Figure 1. Routed clock nets over the placement.
Scale bar: 20 um.
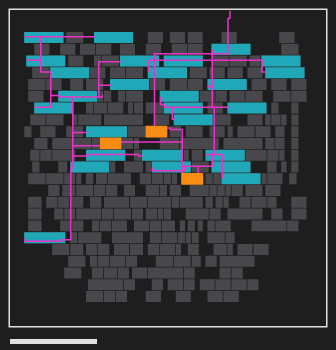
Figure 2. Routed metal per tile.
15 x 15 tiles, from dark blue (low) to red (high), scaled to the fullest tile. Values are wire area over tile area, all layers added.
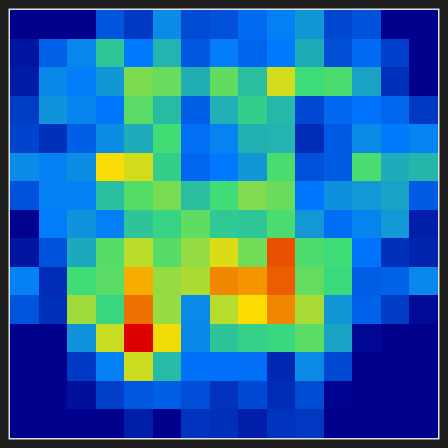
--- src/rtl/regfile_read_arbiter.sv ---
// Round-robin arbiter/sequencer for the single register-file read port; returns data with rd_valid/ack.
// Latency: req seen in IDLE at edge k -> select during k+1 -> rd_valid/ack pulse in cycle k+2; one read per 3 cycles.
// Backpressure: none downstream; requesters hold req/req_num until their one-cycle ack pulse.
module regfile_read_arbiter #(
    parameter int NREQ = 4,
    parameter int DW   = 16,
    parameter int IDW  = 2
) (
    input  logic              clk,
    input  logic              reset_n,
    input  logic [NREQ-1:0]   req,
    input  logic [3*NREQ-1:0] req_num,
    output logic [7:0]        decoded_read_num,
    input  logic [DW-1:0]     mux_data,
    output logic [NREQ-1:0]   ack,
    output logic              rd_valid,
    output logic [IDW-1:0]    rd_id,
    output logic [DW-1:0]     rd_data,
    output logic              busy
);

    typedef enum logic [1:0] {IDLE, SEL, RESP} state_t;

    state_t         state, state_nxt;
    logic [IDW-1:0] rr_ptr;
    logic [IDW-1:0] gid;
    logic [2:0]     gnum;
    logic [2:0]     num_arr [NREQ];
    logic           win_vld;
    logic [IDW-1:0] win_id;
    logic [2:0]     win_num;
    logic [IDW-1:0] idx;
    int             j;

    always_comb begin
        for (int i = 0; i < NREQ; i++) begin
            num_arr[i] = req_num[3*i +: 3];
        end
    end

    // Scan requesters starting at rr_ptr, wrapping modulo NREQ; first hit wins.
    always_comb begin
        win_vld = 1'b0;
        win_id  = '0;
        win_num = '0;
        j       = 0;
        idx     = '0;
        for (int i = 0; i < NREQ; i++) begin
            j = int'(rr_ptr) + i;
            if (j >= NREQ) begin
                j = j - NREQ;
            end
            idx = IDW'(j);
            if (!win_vld && req[idx]) begin
                win_vld = 1'b1;
                win_id  = idx;
                win_num = num_arr[idx];
            end
        end
    end

    always_ff @(posedge clk or negedge reset_n) begin
        if (!reset_n) begin
            state   <= IDLE;
            rr_ptr  <= '0;
            gid     <= '0;
            gnum    <= '0;
            rd_id   <= '0;
            rd_data <= '0;
        end else begin
            state <= state_nxt;
            // gnum is frozen here so later req_num changes cannot affect the read.
            if (state == IDLE && win_vld) begin
                gid  <= win_id;
                gnum <= win_num;
            end
            if (state == SEL) begin
                rd_data <= mux_data;
                rd_id   <= gid;
            end
            if (state == RESP) begin
                rr_ptr <= (gid == IDW'(NREQ - 1)) ? '0 : gid + 1'b1;
            end
        end
    end

    always_comb begin
        state_nxt = state;
        case (state)
            IDLE:    state_nxt = win_vld ? SEL : IDLE;
            SEL:     state_nxt = RESP;
            RESP:    state_nxt = IDLE;
            default: state_nxt = IDLE;
        endcase
    end

    // Outputs decode straight from state so an async reset clears them at once.
    always_comb begin
        decoded_read_num = 8'd0;
        ack              = '0;
        rd_valid         = 1'b0;
        busy             = 1'b0;
        case (state)
            SEL: begin
                decoded_read_num = 8'd1 << gnum;
                busy             = 1'b1;
            end
            RESP: begin
                ack[gid] = 1'b1;
                rd_valid = 1'b1;
                busy     = 1'b1;
            end
            default: begin
                busy = 1'b0;
            end
        endcase
    end

endmodule
--- config.mk ---
export PLATFORM = sky130hd
export DESIGN_NAME = regfile_read_arbiter
export DESIGN_NICKNAME = d
export VERILOG_FILES = /design/src/rtl/regfile_read_arbiter.sv
export SDC_FILE = /design/constraint.sdc
export NUM_CORES = 1
export LEC_CHECK = 0
export CAP_MARGIN = 25
export CORE_MARGIN = 3
export CORE_UTILIZATION = 40
export DETAILED_ROUTE_END_ITERATION = 10
export PLACE_DENSITY = 0.73
export SLEW_MARGIN = 20
export SYNTH_ARGS = -nofsm -noshare
export SYNTH_HDL_FRONTEND = slang
export SYNTH_SLANG_ARGS = --single-unit
--- constraint.sdc ---
create_clock -name clk -period 1.6 [get_ports clk]
set_clock_uncertainty 0.05 [all_clocks]
set_input_delay 0.24 -clock clk [delete_from_list [all_inputs] [get_ports clk]]
set_output_delay 0.24 -clock clk [all_outputs]
set_load 0.01 [all_outputs]
==> results_slide.txt <==
Key Metrics from the Run

Outcome
  • Run status: finished with violations
  • Failing checks: setup timing

Floorplanning
  • Die Span X: 73.0 um
  • Area enclosed by the die boundary: 5330 um2
  • Count of pins on the block boundary: 66
  • Chip Height: 73.0 um
  • Num rows: 23
  • Core Box Area: 4170 um2
  • Core utilization at floorplan: 43.0%

Flow run
  • Number of violations of the max-capacitance limit: 0
  • Tool warnings: 34

Clock tree
  • Cts bufs inserted: 3
  • Clock tree from TritonCTS: yes
  • Maximum clock insertion buffer count: 2
  • Clock tree root buffer cell: clkbuf_8
  • Maximum level of the CTS H-tree: 1
  • Sinks on the clock net: 27

Final layout
  • Diodes inserted: 0
  • Layout fillers: 297
  • Post-Route Utilization: 72.8%
  • Most frequent logic cell in the layout: clkdlybuf4s50_1
  • Growth of design area from synthesis to finish: 69.2%
  • Share of layout cells above drive strength 1: 46.1%

STA
  • Worst-margin pin slew: 329 ps
  • Number of failing setup endpoints in the final timing report: 4
  • Final critical path time including I/O delays and setup: 1800 ps
  • Post-route setup slack: -202 ps
  • Worst hold slack: 290 ps
  • Period Utilization, post-route: 113%
  • Headroom to the max-slew limit: 77.8%

Synthesis
  • Synthesized chip area reported by yosys: 1790 um2
  • Yosys cell count: 172
  • Flops after synth: 27
  • Count of synthesis-stage warnings from yosys: 0
  • Cell variety after synth: 43
  • Area share, top type: 37.7%
  • Synthesized area per cell: 10.4 um2
  • EDFF count, synth: 0
  • Cell Area, Synth: 1790 um2
  • Library cell occupying the most area in the post-synthesis netlist: dfrtp_1
  • Main flop type after synthesis: dfrtp_1
  • Area contributors post-synth: dfrtp_1 (38%), mux2_2 (13%), mux4_2 (6.3%)
  • Net Count, Synth: 213

Global routing
  • Pin count of the biggest net entering global routing: 28
  • Overall fraction of global-route tracks in use: 18.7%
  • Antenna violations before repair: 0
  • Vias in the first global route: 1,686
  • Remaining Overflow, GRT: 0

Route
  • Total wirelength of the detailed-routed design: 5110 um
  • Via density: 5.33
  • Number of vias in the routed layout: 1,771
  • Drt initial violations: 80
  • Detail-routed net length per standard cell: 15.4 um
  • Tally of nets with antenna violations remaining after routing: 0
  • DRC violation count after routing: 0
  • Length of the first detailed-routing pass in iterations: 4

Critical path
  • Worst reg-to-reg path cell count: 7
  • R2r endpoint: gnum[1]$_DFFE_PN0P_
  • Data required time of the worst path: 1750 ps
  • Crit path capture type: register

Placed design
  • Worst-case setup slack after placement: -506 ps
  • Post-DP HPWL: 3590 um
  • Final weighted congestion of routability-driven global placement: 0.862

Min path
  • Class of the tightest hold or removal check: primary input to async pin

Power and ir drop
  • Power density of the placed cells: 1750 nW/um2
Notes on Figure 1 above:
magenta -> clock wires  # length 339 um
orange -> clock drivers  # count 3
cyan -> flip-flops  # count 27
routed clock nets = 4
worst skew pair latency: 270 ps
clock power share: 7.3%
clock-net power: 388 uW

Notes on Figure 2 above:
emptiest ninth of the die = bottom right
fullest tile = 0.50
tiles over half the peak = 22%
densest ninth of the die = middle

-- kinds of logic (layout without fill, tap and decap cells) --
kind of cell,after synthesis,in the layout,share of synthesized area [%]
adders and majority gates,7,7,4.88
muxes,32,32,22.8
AOI/OAI and AO/OA,36,36,13.4
and+or+nand+nor,52,52,16.5
buffers and inverters,18,128,4.74
DFF,27,27,37.7
-- stage by stage --
step                total power [uW]  area (um2)  instances  TNS [ps]
finish                          5310        3040        332      -638
global route                    5700        3040        332     -1230
CTS                             4850        2850        324      -582
detailed placement              4250        2760        314     -3790
global placement                4190        2760        314     -3480
floorplan                       2950        1820        172      -180
-- state kept, by name (all words and copies together) (netlist names) --
register and cells:
gnum 3, gid 2, rd_data 16, state 2, rd_id 2, rr_ptr 2
-- where the power goes --
group          leakage (uW)  internal, uW  switching (uW)  total (uW)
registers          0.000319          1040             287        1330
logic              0.000969          2070            1530        3600
clock network     0.0000228           178             209         388
-- cell usage after synthesis (2+ instances only) --
cell type / count
nor2b_1: 4
mux2_2: 21
inv_1: 5
nand2b_1: 3
ha_1: 7
nor2_1: 11
clkbuf_1: 5
a221oi_1: 4
a21o_1: 2
o311ai_0: 2
mux2i_1: 6
and2_1: 4
o21ai_1: 4
mux4_2: 5
nand2_1: 10
nor3_1: 6
a211oi_1: 3
o21ai_0: 10
nor4bb_1: 3
dfrtp_1: 27
a21oi_1: 4
buf_2: 5
-- how the worst max path moves through the flow --
stage,to,slack (ps),cells past startpoint
2_1_floorplan,gnum[2]$_DFFE_PN0P_,-70,6
3_3_place_gp,gnum[2]$_DFFE_PN0P_,-480,6
3_5_place_dp,gnum[1]$_DFFE_PN0P_,-510,6
4_1_cts,gnum[0]$_DFFE_PN0P_,-180,7
5_1_grt,gnum[1]$_DFFE_PN0P_,-320,7
6_report,gnum[1]$_DFFE_PN0P_,-200,7
-- layout make-up --
cell class / instances / area [um2] / share of cell area [%]
flip-flops and latches: 27 / 679 / 22.4
repair buffers: 118 / 1030 / 34.1
multi-input cells: 127 / 1190 / 39.1
clock buffers: 4 / 45.0 / 1.48
well taps: 50 / 62.6 / 2.06
inverters: 6 / 27.5 / 0.906
-- per-layer routing --
metal / up-vias / routed length (um) / track usage (%)
met5: - / 0 / 0
li1: 856 / - / -
met3: 2 / 219 / 2.20
met4: 0 / 25 / 3.89
met2: 57 / 2730 / 31.4
met1: 856 / 2140 / 26.0
-- critical path, stage by stage (launching register included) --
cell and delay (ps):
dfrtp_2 460, buf_12 140, or4bb_1 490, a2bb2oi_2 160, o31ai_1 90, buf_4 170
nor3_1 50, o21ai_1 120
-- what timing repair did --
action	in CTS	in global routing
pin swaps	1	6
endpoints found under the hold margin	0	0
resized	69	44
hold buffers	0	0
endpoints found under the setup margin	20	15
buffers inserted	6	8
Power figures rest on the tool's default switching activity, not on a simulated workload.
